==> config.mk <==
export PLATFORM = sky130hd
export DESIGN_NAME = sensor_spi_master_tx
export DESIGN_NICKNAME = d
export VERILOG_FILES = /design/src/rtl/sensor_spi_master_tx_pkg.sv /design/src/rtl/sensor_spi_master_tx_sck_timer.sv /design/src/rtl/sensor_spi_master_tx.sv
export SDC_FILE = /design/constraint.sdc
export NUM_CORES = 1
export LEC_CHECK = 0
export ABC_CLOCK_PERIOD_IN_PS = 2300
export CAP_MARGIN = 20
export CELL_PAD_IN_SITES_DETAIL_PLACEMENT = 1
export CELL_PAD_IN_SITES_GLOBAL_PLACEMENT = 2
export CORE_UTILIZATION = 28
export CTS_CLUSTER_SIZE = 25
export DETAILED_ROUTE_END_ITERATION = 8
export HOLD_SLACK_MARGIN = 0.02
export PLACE_DENSITY = 0.85
export SYNTH_ARGS = -nofsm -noshare
export SYNTH_HDL_FRONTEND = slang
export SYNTH_HIERARCHICAL = 1
export SYNTH_SLANG_ARGS = --single-unit
==> constraint.sdc <==
create_clock -name i_clk -period 2.3 [get_ports i_clk]
set_clock_uncertainty 0.1 [all_clocks]
set_input_delay 0.575 -clock i_clk [delete_from_list [all_inputs] [get_ports i_clk]]
set_output_delay 0.575 -clock i_clk [all_outputs]
set_load 0.01 [all_outputs]
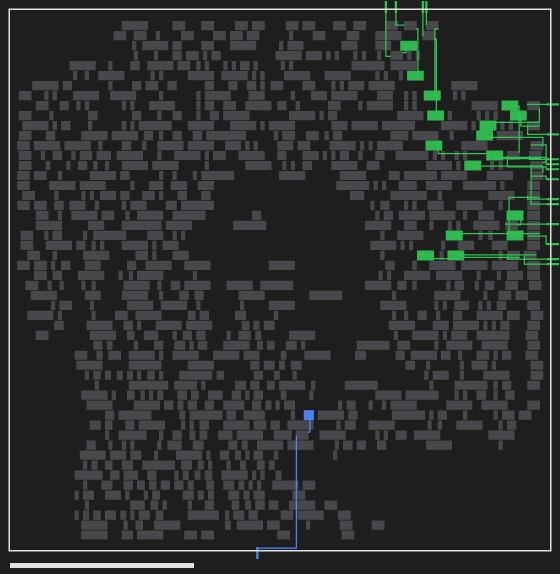
Figure 1: run 1, port wiring.
Scale bar: 50 um.
legend:
  i_error:
    colour: blue
    direction: input
    end_cells: 1
    wire: 45.9 um
  i_gyro_y:
    colour: green
    direction: input
    end_cells: 16
    wire: 430 um
top-level I/O count: 115
Port Buffers: 114

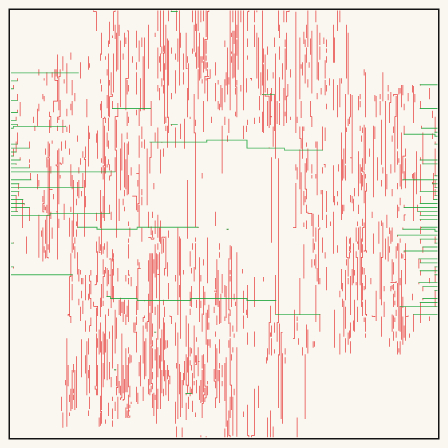
Figure 2: run 1, wiring by layer.
Two of the layers only.
legend:
  M2:
    colour: red
    wire_length: 7330 um
  M3:
    colour: green
    wire_length: 641 um
routed wire length: 16000 um
wire length per cell: 14.6 um
Total GRT Usage: 14.4%
via count: 5168

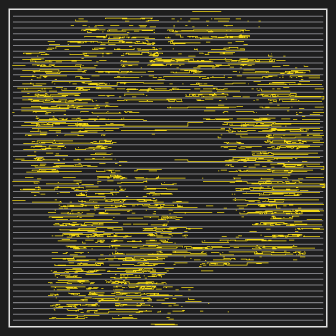
Figure 3: run 1, met1 routing.
Supply wires on this layer in grey.
main direction: horizontal
longest straight run: 40.5 um
nets with wire on the layer: 829
wire length on this layer: 7800 um
met1 Track Usage GR: 19.3%

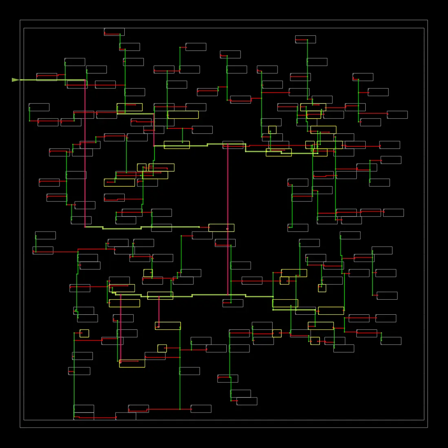
Figure 4: run 1, the clock network.
clk pwr: 2900 uW
CTS buffer count: 17
FFs & Latches: 142

==> results.txt, run 1 <==
status: finished clean
Nets at Floorplan: 777
Top Usage Layer GRT: met2
clock network power share: 34.8%
Top cell by count, worst path: clkbuf_16
initial antenna violation count: 0
Avg Vias per Cell: 4.72
Post-synth EDFFs: 0
final instance area: 8560 um2
RD Place Congestion: 0.791
Synth Flop Type: dfxtp_1
XOR-XNOR Cells, Area Fraction: 1.78%
Max-cap violations: 0
net load switching power: 2520 uW
Tmin final: 2.24 ns
Hold WS: 0.343 ns
Root Driver: clkbuf_16
kind of cell adding the most delay to the critical path: simple AND/OR/NAND/NOR gates
Max Clock Freq: 447 MHz
DRC viols: 0
met3 Resource Use GR: 3.63%
DRT Pass-1 Iters: 4
Area growth, synth to finish: 45.3%
worst skew pair latency: 0.41 ns
global-route wire length before repair: 24800 um
# diodes: 0
cells in synth_stat.txt: 665
type of origin of the critical path: register
IR drop worst, VDD: 0.505 mV
max reg flops: 120
grt ovf: 0
HPWL Detailed: 10700 um
Fin. Hold Viols: 0
Site Rows: 52
endpoints failing setup: 0
uppermost layer routed: met4
clk slew on worst S/H paths: 0.06 ns
Mapped Cells: 665
combinational share of power: 26.7%
largest family of logic cells by area: AND-OR/OR-AND gates
CTS H-tree lvls: 4
Async S/R FF share, synth: 0%
max incr delay on CP: 0.32 ns
Power Total: 8360 uW
Register-to-Register Path Depth: 11
placed instance area: 7580 um2
Commonest Layout Cell: nand2_1
Layout Nets: 925
run 1: metrics by stage:
step / cells / setup slack, ns
floorplan: 665 / 0.0167
global placement: 1047 / -0.0561
global route: 1096 / -0.0596
CTS: 1079 / 0.0182
finish: 1096 / 0.0622
detailed placement: 1047 / -0.0897
run 1: cell type report:
| cell class | instances | area, um2 |
|---|---|---|
| Multi-Input combinational cell | 468 | 2810 |
| Timing Repair Buffer | 176 | 1910 |
| Sequential cell | 142 | 2850 |
| Fill cell | 2356 | 11900 |
| Tap cell | 270 | 338 |
| Inverter | 8 | 30.0 |
| Clock inverter | 13 | 175 |
| Clock buffer | 19 | 453 |
run 1: power groups by stage:
stage / registers [uW] / clock network, uW / logic, uW
2_1_floorplan: 3200 / 0 / 1320
3_3_place_gp: 3250 / 0 / 2070
3_5_place_dp: 3260 / 0 / 2110
4_1_cts: 3210 / 3010 / 2130
5_1_grt: 3280 / 3120 / 2480
6_report: 3220 / 2900 / 2230
run 1: Yosys cell counts (3+ instances only):
library cell	number	area share (%)
a31oi_1	5	0.53
nand3_1	6	0.51
nor3_1	6	0.51
xnor2_1	9	1.3
buf_6	9	1.7
or2_2	4	0.42
o22ai_1	4	0.42
and4b_1	3	0.51
nor2_1	27	1.7
buf_4	6	0.76
or3_1	5	0.53
dfxtp_1	142	48
inv_1	6	0.38
ha_1	3	0.64
xor2_1	3	0.45
a22oi_1	74	9.4
a22oi_2	40	8.5
nand2_1	228	15
a21oi_1	20	1.7
clkbuf_1	11	0.70
buf_2	19	1.6
o21ai_0	3	0.25
run 1: cells by family (layout without fill, tap and decap cells):
family                     Yosys count  count (layout)
adders and majority gates            3               3
xor gates and xnor gates            12              12
AOI/OAI and AO/OA                  157             157
muxes                                2               2
other                                1               1
DFF                                142             142
and+or+nand+nor                    293             293
buffers and inverters               55             216
Figure 5. Close-up of the layout (run 1).
Scale bar: 10 um. Region (59, 59) to (89, 89) um. Cells in grey, sequential cells in the stronger grey; small squares are vias.
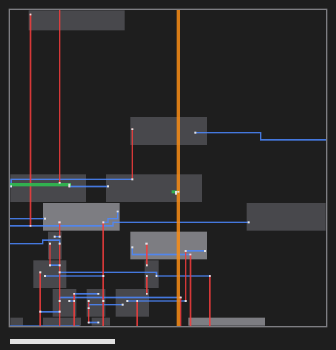

## Run 2: what changed since run 1
CORE_UTILIZATION = 27   (was 28)
MAX_ROUTING_LAYER = met4   (was unset)
PLACE_DENSITY = 0.84   (was 0.85)
SYNTH_HIERARCHICAL = unset   (was 1)
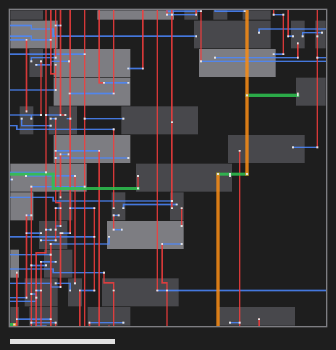
Figure 6: run 2, close-up of the layout.
Scale bar: 10 um. Region (58, 58) to (88, 88) um. Cells in grey, sequential cells in the stronger grey; small squares are vias.
legend:
  M2:
    colour: red
  M1:
    colour: blue
  M3:
    colour: green
  M4:
    colour: orange
sequential cells in the window: 7
cells with their middle in the window: 27
most frequent: dfxtp_1 (7), buf_12 (5)

==> run 2 against run 1 <==
- maximum frequency increased by 0.70%
- core utilization decreased by 2.5 points
- sequential share of layout area increased by 2.3 points
- combinational power decreased by 26%
- design area decreased by 6.5%
- sequential power decreased by 6%
- worst hold slack got worse by 0.0055 ns
- via count decreased by 3.7%
- critical path type is now in2reg
==> results.txt, run 2 <==
status: finished clean
Synth Flop Type: dfxtp_1
Avg Vias per Cell: 4.68
CTS H-tree lvls: 4
Nets at Floorplan: 747
DRC viols: 0
Port Buffers: 114
Tmin final: 2.22 ns
grt ovf: 0
Reg area: 2840 um2
Fin. Hold Viols: 0
Gate Area: 2470 um2
Mapped Cells: 636
IR drop worst, VDD: 0.614 mV
top-level I/O count: 115
Area growth, synth to finish: 43.1%
Top-area cell share: 50.8%
# diodes: 0
top cells by count: nand2_1 (220), dfxtp_1 (142), a22oi_1 (110)
fin cells: 1064
top-count cell post-synth: nand2_1
Async S/R FF share, synth: 0%
Site Rows: 52
via count: 4978
Register-to-Register Path Depth: 6
Root Driver: clkbuf_16
HPWL Detailed: 10800 um
initial antenna violation count: 0
worst skew pair latency: 0.42 ns
max reg flops: 120
RD Place Congestion: 0.768
Total GRT Usage: 16.1%
Max Clock Freq: 450 MHz
final worst setup slack: 0.0779 ns
Layout Nets: 892
Post-synth EDFFs: 0
Largest cells by area: dfxtp_1 (51%), a22oi_1 (15%), nand2_1 (15%)
Fillers: 2359
placed instance count: 1029
cells in synth_stat.txt: 636
Max-cap violations: 0
post-place setup slack: -0.401 ns
global-route wire length before repair: 26500 um
Hold WS: 0.337 ns
max incr delay on CP: 0.50 ns
Commonest Layout Cell: nand2_1
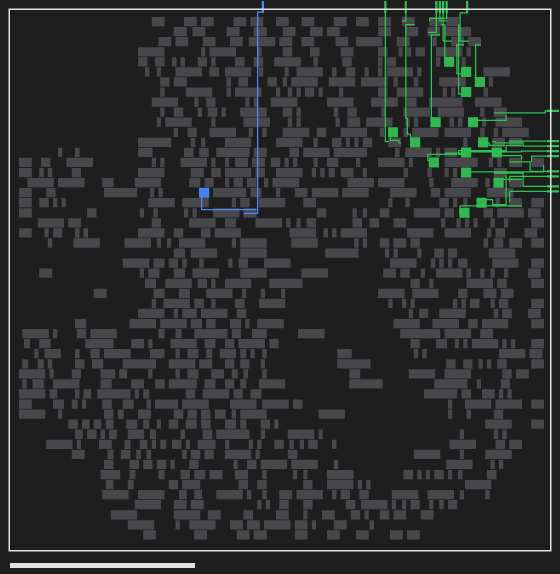
Figure 7: run 2, port wiring.
Scale bar: 50 um.
legend:
  i_gyro_y:
    colour: green
    direction: input
    end_cells: 16
    wire: 463 um
  i_error:
    colour: blue
    direction: input
    end_cells: 1
    wire: 79.0 um

## run 2: cell count changes after synthesis, moves of 4 or more
cell      before  now
a221oi_1       0    5
nand2_1      228  220
a22oi_1       74  110
or3_1          5    0
a22o_1         0    5
buf_4          6    1
a21oi_1       20    6
o22ai_1        4    0
a22oi_2       40    0
## run 2: area by class of cell
cell class / count / share of cell area (%)
sequential: 142 / 35.5
inverter: 8 / 0.375
timing repair buffer: 169 / 21.8
tap: 270 / 4.22
clock buffer: 17 / 5.31
multi-input combinational: 443 / 30.9
clock inverter: 15 / 1.89
## run 2: per-layer routing
layer  up-vias  global-route usage, %  share of wire (%)
met5         -                      -                  0
met4         0                   4.42               0.95
met3        11                   4.29                3.5
met2        68                   26.3                 49
met1      2385                   19.5                 47
li1       2514                      -                  -
## run 2: stage by stage
stage	power, uW	area [um2]
3_5_place_dp	4710	7390
5_1_grt	7850	8010
3_3_place_gp	4680	7390
6_report	7390	8010
2_1_floorplan	3950	5590
4_1_cts	7490	7970
## run 2: where the power goes
group | internal, uW | leakage, uW | total (uW) | switching (uW)
logic | 832 | 0.00189 | 1640 | 811
registers | 2800 | 0.00117 | 3030 | 230
clock network | 1530 | 0.000279 | 2720 | 1200
total | 5160 | 0.00334 | 7390 | 2240
## run 2: timing repair
item,4_1_cts,5_1_grt
setup buffers,0,3
gates resized,0,1
setup endpoints to repair,0,96
## run 2: cell families after synthesis
family,after synthesis,share of synthesized area (%)
adders and majority gates,2,0.447
DFF,142,50.8
and+or+nand+nor,280,21.2
AOI/OAI and AO/OA,149,20.1
buffers and inverters,51,5.46
muxes,3,0.559
xor gates and xnor gates,9,1.41
## run 2: worst max-delay path: cells and delay by family
family / cells / cell delay, ns
buf+inv: 3 / 0.84
simple gates: 3 / 0.72
compound gates: 2 / 0.29
Power is estimated from default activity; no workload was simulated.
